==> run_1/met1.png <==
Scale: 8 px per µm. Cells faint in the background.
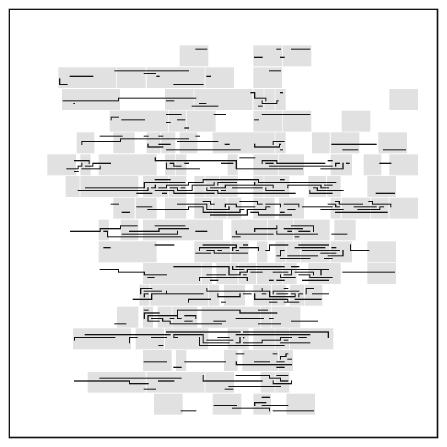
==> run_1/met2.png <==
Scale: 10 px per µm.
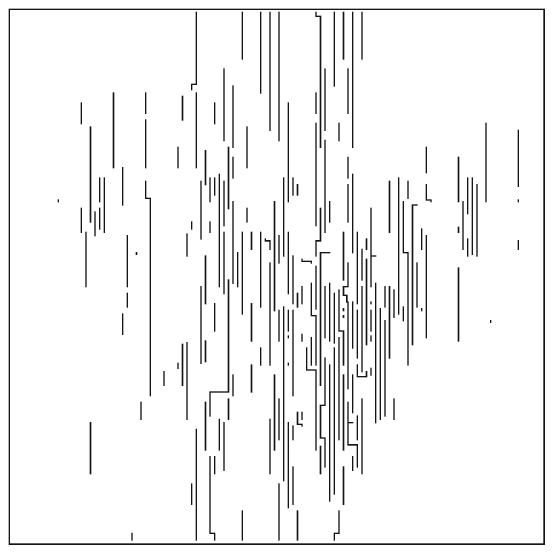
==> run_1/met3.png <==
Scale: 4 px per µm. Cells faint in the background.
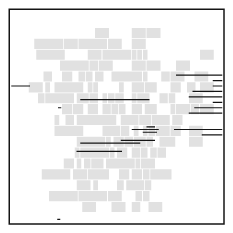
`src/rtl/dcache_ctrl_fsm.sv`:
```
// Data-cache miss controller: zero-cycle hit strobes, optional dirty-line
// write-back burst, then a line refill burst over valid/ready memory channels.
module dcache_ctrl_fsm #(
  parameter int unsigned BLOCK_WORDS = 16,
  parameter int unsigned CNT_W       = $clog2(BLOCK_WORDS)
) (
  input  logic             clk,
  input  logic             rst,
  input  logic             i_start_cache,
  input  logic             i_write_state,
  input  logic             i_hit,
  input  logic             i_dirty,
  output logic             o_stall,
  output logic             o_data_we,
  output logic             o_dirty_set,
  output logic             o_lru_update,
  output logic             o_refill_we,
  output logic             o_tag_we,
  output logic             o_addr_victim,
  output logic [CNT_W-1:0] o_word_cnt,
  output logic             o_mem_arvalid,
  input  logic             i_mem_arready,
  input  logic             i_mem_rvalid,
  output logic             o_mem_rready,
  output logic             o_mem_awvalid,
  input  logic             i_mem_awready,
  output logic             o_mem_wvalid,
  input  logic             i_mem_wready,
  output logic             o_mem_wlast,
  input  logic             i_mem_bvalid,
  output logic             o_mem_bready
);

  typedef enum logic [2:0] {
    IDLE,
    WB_ADDR,
    WB_DATA,
    WB_RESP,
    RF_ADDR,
    RF_DATA
  } state_e;

  localparam logic [CNT_W-1:0] LAST_BEAT = CNT_W'(BLOCK_WORDS - 1);

  state_e           state_q, state_d;
  logic [CNT_W-1:0] cnt_q, cnt_d;
  logic             last_beat;
  logic             idle;

  logic awvalid_q, wvalid_q, wlast_q, bready_q, arvalid_q, rready_q, victim_q;

  assign last_beat = (cnt_q == LAST_BEAT);
  assign idle      = (state_q == IDLE);

  // Next-state and beat-counter logic; counter wraps naturally (power-of-two line)
  always_comb begin
    state_d = state_q;
    cnt_d   = cnt_q;
    unique case (state_q)
      IDLE: begin
        if (i_start_cache && !i_hit) begin
          state_d = i_dirty ? WB_ADDR : RF_ADDR;
          cnt_d   = '0;
        end
      end
      WB_ADDR: begin
        if (i_mem_awready) state_d = WB_DATA;
      end
      WB_DATA: begin
        if (i_mem_wready) begin
          cnt_d = cnt_q + CNT_W'(1);
          if (last_beat) state_d = WB_RESP;
        end
      end
      WB_RESP: begin
        if (i_mem_bvalid) state_d = RF_ADDR;
      end
      RF_ADDR: begin
        cnt_d = '0;
        if (i_mem_arready) state_d = RF_DATA;
      end
      RF_DATA: begin
        if (i_mem_rvalid) begin
          cnt_d = cnt_q + CNT_W'(1);
          if (last_beat) state_d = IDLE;
        end
      end
      default: begin
        state_d = IDLE;
        cnt_d   = '0;
      end
    endcase
  end

  // State, counter and memory-side outputs; outputs are registered from the
  // next state so they remain pure functions of the current state
  always_ff @(posedge clk) begin
    if (rst) begin
      state_q   <= IDLE;
      cnt_q     <= '0;
      awvalid_q <= 1'b0;
      wvalid_q  <= 1'b0;
      wlast_q   <= 1'b0;
      bready_q  <= 1'b0;
      arvalid_q <= 1'b0;
      rready_q  <= 1'b0;
      victim_q  <= 1'b0;
    end else begin
      state_q   <= state_d;
      cnt_q     <= cnt_d;
      awvalid_q <= (state_d == WB_ADDR);
      wvalid_q  <= (state_d == WB_DATA);
      wlast_q   <= (state_d == WB_DATA) && (cnt_d == LAST_BEAT);
      bready_q  <= (state_d == WB_RESP);
      arvalid_q <= (state_d == RF_ADDR);
      rready_q  <= (state_d == RF_DATA);
      victim_q  <= (state_d == WB_ADDR) || (state_d == WB_DATA);
    end
  end

  // Core-side strobes: combinational so a hit completes in the request cycle
  always_comb begin
    o_stall      = !idle || (i_start_cache && !i_hit);
    o_lru_update = idle && i_start_cache && i_hit;
    o_data_we    = o_lru_update && i_write_state;
    o_dirty_set  = o_lru_update && i_write_state;
    o_refill_we  = rready_q && i_mem_rvalid;
    o_tag_we     = rready_q && i_mem_rvalid && last_beat;
  end

  assign o_word_cnt    = cnt_q;
  assign o_mem_awvalid = awvalid_q;
  assign o_mem_wvalid  = wvalid_q;
  assign o_mem_wlast   = wlast_q;
  assign o_mem_bready  = bready_q;
  assign o_mem_arvalid = arvalid_q;
  assign o_mem_rready  = rready_q;
  assign o_addr_victim = victim_q;

endmodule

```
`config.mk`:
```
export PLATFORM = sky130hd
export DESIGN_NAME = dcache_ctrl_fsm
export DESIGN_NICKNAME = d
export VERILOG_FILES = /design/src/rtl/dcache_ctrl_fsm.sv
export SDC_FILE = /design/constraint.sdc
export NUM_CORES = 1
export LEC_CHECK = 0
export ABC_AREA = 0
export CORE_MARGIN = 2
export CORE_UTILIZATION = 35
export DETAILED_ROUTE_END_ITERATION = 12
export PLACE_DENSITY = 0.73
export SYNTH_ARGS = -nofsm -noshare
export SYNTH_HDL_FRONTEND = slang
export SYNTH_SLANG_ARGS = --single-unit
```
`constraint.sdc`:
```
create_clock -name clk -period 2.5 [get_ports clk]
set_input_delay 0.5 -clock clk [delete_from_list [all_inputs] [get_ports clk]]
set_output_delay 0.5 -clock clk [all_outputs]
set_load 0.01 [all_outputs]
```
==> flow_metrics.env, run 1 <==
# implementation run metrics
export IMPL_p_leak_nw=0.414
export IMPL_ir_worst_vdd_mv=0.286
export IMPL_top_cells_by_area="dfxtp_1 (33%), nor2b_1 (4.4%), nor2_1 (4.0%), a2111oi_4 (3.2%), a21oi_1 (2.9%)"
export IMPL_grt_max_degree=14
export IMPL_globalRouteOverflowTotal=0
export IMPL_dr_wl_met3_um=131
export IMPL_syn_area_um2=852
export IMPL_place_area_um2=1150
export IMPL_die_w_um=53.3
export IMPL_yosys_stat_area_um2=852
export IMPL_worst_pin_slew_ns=0.401
export IMPL_timing_rr_start="state_q[0]"
export IMPL_drtPass1Iterations=4
export IMPL_ctsHoldBuffers=0
export IMPL_mux_area_share_pct=1.17
export IMPL_tool_warnings=26
export IMPL_edf_count=0
export IMPL_hold_end="o_word_cnt[3]"
export IMPL_final_cell_mix="clkdlybuf4s50_1 (27), dfxtp_1 (14), nor2_1 (9)"
export IMPL_cts_sinks=14
export IMPL_lay_top_count="clkdlybuf4s50_1"
export IMPL_finalNonFillerCells=154
export IMPL_pg_clk_mw=0.114
export IMPL_top_area_share_pct=32.9
export IMPL_ys_seq_share_pct=32.9
export IMPL_pwr_share_clk_pct=20.7
export IMPL_synthCells=97
export IMPL_clkLatencyLatePin_ns=0.26
export IMPL_grt_pass1_wl_um=3190
export IMPL_power_mw=0.551
export IMPL_area_share_nonclk_buffers_pct=25.6
export IMPL_ys_sh_xor_pct=0
export IMPL_dp_slack_ns=0.0764
export IMPL_most_common_cell="dfxtp_1"
export IMPL_yosys_area_share_simple_pct=27.5
export IMPL_row_count=17
export IMPL_cp_max_fo=2
export IMPL_antenna_found_initial=0
export IMPL_sw_frac_of_total_pct=29.6
export IMPL_p_sw_mw=0.163
export IMPL_io_pins=28
export IMPL_wl_met1_um=862
export IMPL_route_detailed_drc=0
export IMPL_maxCapViolations=0
export IMPL_end_kind="output port"
export IMPL_gp_congestion=0.852
export IMPL_synth_adder_area_share_pct=1.47
export IMPL_dr_first_iter_drc_count=24
export IMPL_top_cells_by_count="dfxtp_1 (14), nor2_1 (9), nand2_1 (6), nor2b_1 (6)"
export IMPL_die_h_um=53.3
export IMPL_cpMostUsedCell="clkdlybuf4s50_1"
export IMPL_comb_area_um2=517
export IMPL_largest_area_cell="dfxtp_1"
export IMPL_powerDensity_nw_per_um2=470
export IMPL_nonClockInverterCount=5
export IMPL_ys_seq_elements=14
export IMPL_n_clock_buffer=3
export IMPL_crit_chain="clkdlybuf4s50_1, nor2b_1, or4_1, clkdlybuf4s50_1"
export IMPL_max_stage_delay_ns=0.49
export IMPL_biggestCellCategory="combinational gates"
export IMPL_first_global_vias=773
export IMPL_viasPerCell=5.34
export IMPL_timing_hold_ws_ns=0.540
export IMPL_setup_ws_ns=0.0743
export IMPL_initial_core_util_pct=37.8
export IMPL_cts_buffers=3
export IMPL_critical_path_class="input port to output port"
export IMPL_start_kind="input port"
export IMPL_cts_resized=0
export IMPL_logic_family="AND-OR/OR-AND gates"
export IMPL_hpwl_um=1650
export IMPL_fmax_mhz=412
export IMPL_grtUsageMet3_pct=1.69
export IMPL_seq_area_um2=280
export IMPL_min_from="o_word_cnt[3]"
export IMPL_final_layout_size_suffix_gt1_share_pct=15.1
export IMPL_hp_class="register to register"
export IMPL_n_antenna_cell=0
export IMPL_synthToLayoutAreaGrowth_pct=37.7
export IMPL_min_path_cells=2
export IMPL_cts_buffer_depth=2
export IMPL_final_area_um2=1170
export IMPL_cp_data_arrival_time_ns=1.93
export IMPL_ys_cells=97
export IMPL_core_area_um2=2250
export IMPL_yosys_warnings=0
export IMPL_root_buffer="clkbuf_4"
export IMPL_nWellTaps=28
export IMPL_clock_cell_area_share_pct=1.92
export IMPL_met1_usage_pct=18.6
export IMPL_ant_nets=0
export IMPL_synth_nets=109
export IMPL_seq_share_pct=23.9
export IMPL_required_ns=2.00
export IMPL_pg_comb_mw=0.183
export IMPL_dr_wl_met2_um=972
export IMPL_period_used_pct=97.0
export IMPL_ys_sh_aoi_pct=30.5
export IMPL_fp_dieArea_um2=2850
export IMPL_top_layer_used="met4"
export IMPL_n_all_buffers=31
export IMPL_fill_cells=213
export IMPL_cp_startpoint="i_start_cache"
export IMPL_worst_clock_skew_ns=0.00294
export IMPL_synth_distinct_cells=41
export IMPL_slew_headroom_pct=73.2
export IMPL_syn_area_per_cell_um2=8.78
export IMPL_crit_path_top_delay_cell="clkdlybuf4s50_1"
export IMPL_status="complete, no violations"
export IMPL_portBuffers=27
export IMPL_utilization_pct=52.1
export IMPL_place_inst=151
export IMPL_cp_buffers_inverters=2
export IMPL_setup_viol=0
export IMPL_async_flop_share_pct=0
export IMPL_busiest_layer="met2"
export IMPL_hold_viol_final=0
export IMPL_r2r_cells=5
export IMPL_cts_setup_buffers=0
Back to the opening pictures, met1.png:
- share of all routed wire: 43%
- nets with wire on the layer: 122
- wire length on this layer: 863 µm
Vias: 823
Routed WL: 1990 µm

Back to the opening pictures, met2.png:
- longest straight run: 19.7 µm
- share of all routed wire: 49%
- wire length on this layer: 973 µm
- nets with wire on the layer: 123
- main direction: vertical
met2 usage in global routing: 25.5%

Back to the opening pictures, met3.png:
- share of all routed wire: 6.6%
- nets with wire on the layer: 19
- wire length on this layer: 131 µm
- main direction: horizontal
- longest straight run: 17.0 µm

==> run 1 -> run 2 <==
- MAX_ROUTING_LAYER: default -> met4
- SETUP_SLACK_MARGIN: default -> 0.2
- clock period: 2.5 -> 2.95 ns (I/O delays scaled with it)
==> run_2/final_congestion.png <==
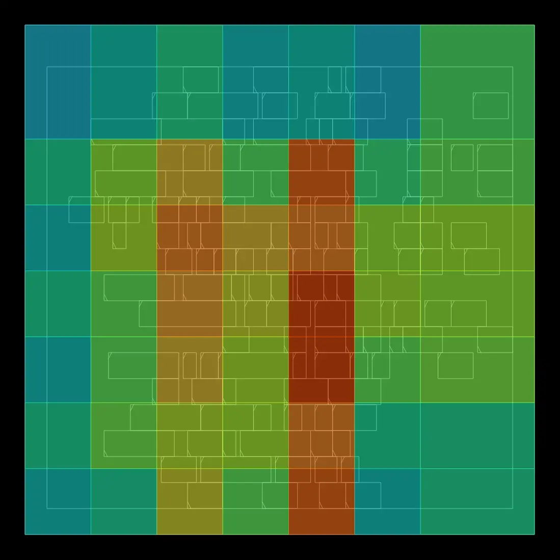
GRT met1 Usage: 19.1%
Finished Core Util: 51.7%
gr usage total: 15.6%

==> run 2 against run 1 <==
Compared with the run above: first-iteration DRC count decreased by 38%; setup slack improved by 0.21 ns; count of clock-buffer cells in the layout increased by 1; non-clock buffer count decreased by 3; register-to-register slack improved by 0.44 ns; critical path depth unchanged; critical path type unchanged; largest cell class unchanged; highest routed layer unchanged.
==> flow_metrics.env, run 2 <==
# implementation run metrics
export IMPL_route_detailed_drc=0
export IMPL_dr_first_iter_drc_count=15
export IMPL_yosys_warnings=0
export IMPL_largest_area_cell="dfxtp_1"
export IMPL_first_global_vias=738
export IMPL_dp_slack_ns=0.283
export IMPL_power_mw=0.506
export IMPL_seq_share_pct=24.1
export IMPL_hold_end="o_word_cnt[3]"
export IMPL_grtUsageMet3_pct=1.41
export IMPL_required_ns=2.36
export IMPL_async_flop_share_pct=0
export IMPL_period_used_pct=90.4
export IMPL_hpwl_um=1590
export IMPL_top_cells_by_area="dfxtp_1 (33%), nor2b_1 (4.4%), nor2_1 (4.0%), a2111oi_4 (3.2%), a21oi_1 (2.9%)"
export IMPL_globalRouteOverflowTotal=0
export IMPL_synthCells=97
export IMPL_drtPass1Iterations=4
export IMPL_ys_sh_aoi_pct=30.5
export IMPL_cts_resized=0
export IMPL_core_area_um2=2250
export IMPL_pg_clk_mw=0.138
export IMPL_place_inst=148
export IMPL_crit_path_top_delay_cell="clkdlybuf4s50_1"
export IMPL_hold_viol_final=0
export IMPL_synth_distinct_cells=41
export IMPL_ir_worst_vdd_mv=0.262
export IMPL_crit_chain="clkdlybuf4s50_1, nor2b_1, or4_1, clkdlybuf4s50_1"
export IMPL_most_common_cell="dfxtp_1"
export IMPL_synth_adder_area_share_pct=1.47
export IMPL_final_cell_mix="clkdlybuf4s50_1 (27), dfxtp_1 (14), nor2_1 (9)"
export IMPL_nonClockInverterCount=5
export IMPL_period_minus_slack_ns=2.67
export IMPL_initial_core_util_pct=37.8
export IMPL_status="complete, no violations"
export IMPL_powerDensity_nw_per_um2=434
export IMPL_ys_sh_xor_pct=0
export IMPL_area_share_nonclk_buffers_pct=23.8
export IMPL_gp_congestion=0.910
export IMPL_yosys_area_share_simple_pct=27.5
export IMPL_via_count=820
export IMPL_syn_area_um2=852
export IMPL_logic_family="AND-OR/OR-AND gates"
export IMPL_top_cells_by_count="dfxtp_1 (14), nor2_1 (9), nand2_1 (6), nor2b_1 (6)"
export IMPL_n_clock_buffer=4
export IMPL_grt_use_met2_pct=25.5
export IMPL_ff_type="dfxtp_1"
export IMPL_synthToLayoutAreaGrowth_pct=36.7
export IMPL_critical_path_class="input port to output port"
export IMPL_r2r_cells=6
export IMPL_syn_area_per_cell_um2=8.78
export IMPL_place_area_um2=1130
export IMPL_cpMostUsedCell="clkdlybuf4s50_1"
export IMPL_n_all_buffers=28
export IMPL_wl_met1_um=890
export IMPL_min_path_cells=2
export IMPL_nWellTaps=28
export IMPL_dr_wl_met3_um=100
export IMPL_tool_warnings=26
export IMPL_lay_top_count="clkdlybuf4s50_1"
export IMPL_timing_hold_ws_ns=0.526
export IMPL_fill_cells=229
export IMPL_portBuffers=27
export IMPL_mux_area_share_pct=1.17
export IMPL_viasPerCell=5.39
export IMPL_cp_buffers_inverters=2
export IMPL_setup_viol=0
export IMPL_die_w_um=53.3
export IMPL_io_pins=28
export IMPL_setup_ws_ns=0.283
export IMPL_maxCapViolations=0
export IMPL_antenna_found_initial=0
export IMPL_worst_pin_slew_ns=0.577
export IMPL_cp_max_fo=5
export IMPL_timing_rr_start="o_word_cnt[0]"
export IMPL_die_h_um=53.3
export IMPL_ys_seq_share_pct=32.9
export IMPL_root_buffer="clkbuf_4"
export IMPL_ys_cells=97
export IMPL_synth_nets=109
export IMPL_clkLatencyLatePin_ns=0.28
export IMPL_cts_buffer_depth=2
export IMPL_cts_buffers=3
export IMPL_finalNonFillerCells=152
export IMPL_p_seq_mw=0.216
export IMPL_max_stage_delay_ns=0.49
export IMPL_final_layout_size_suffix_gt1_share_pct=13.7
export IMPL_hp_class="register to register"
export IMPL_cts_sinks=14
export IMPL_cp_startpoint="i_start_cache"
export IMPL_worst_clock_skew_ns=0.000636
export IMPL_start_kind="input port"
export IMPL_sw_frac_of_total_pct=29.9
export IMPL_min_from="o_word_cnt[3]"
export IMPL_fp_dieArea_um2=2850
export IMPL_end_kind="output port"
export IMPL_cts_setup_buffers=0
export IMPL_p_leak_nw=0.406
export IMPL_comb_area_um2=517
export IMPL_grt_max_degree=16
export IMPL_n_antenna_cell=0
export IMPL_p_sw_mw=0.151
export IMPL_row_count=17
export IMPL_grt_pass1_wl_um=3190
export IMPL_cp_data_arrival_time_ns=2.08
export IMPL_top_layer_used="met4"
export IMPL_ctsHoldBuffers=0
export IMPL_yosys_stat_area_um2=852
export IMPL_dr_wl_met2_um=973
export IMPL_ant_nets=0
export IMPL_pwr_share_clk_pct=27.2
==> run_2/met1.png <==
Scale: 8 px per µm. Cells faint in the background.
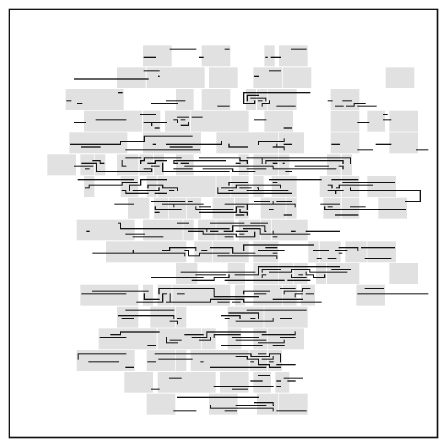
- share of all routed wire: 44%
- nets with wire on the layer: 121

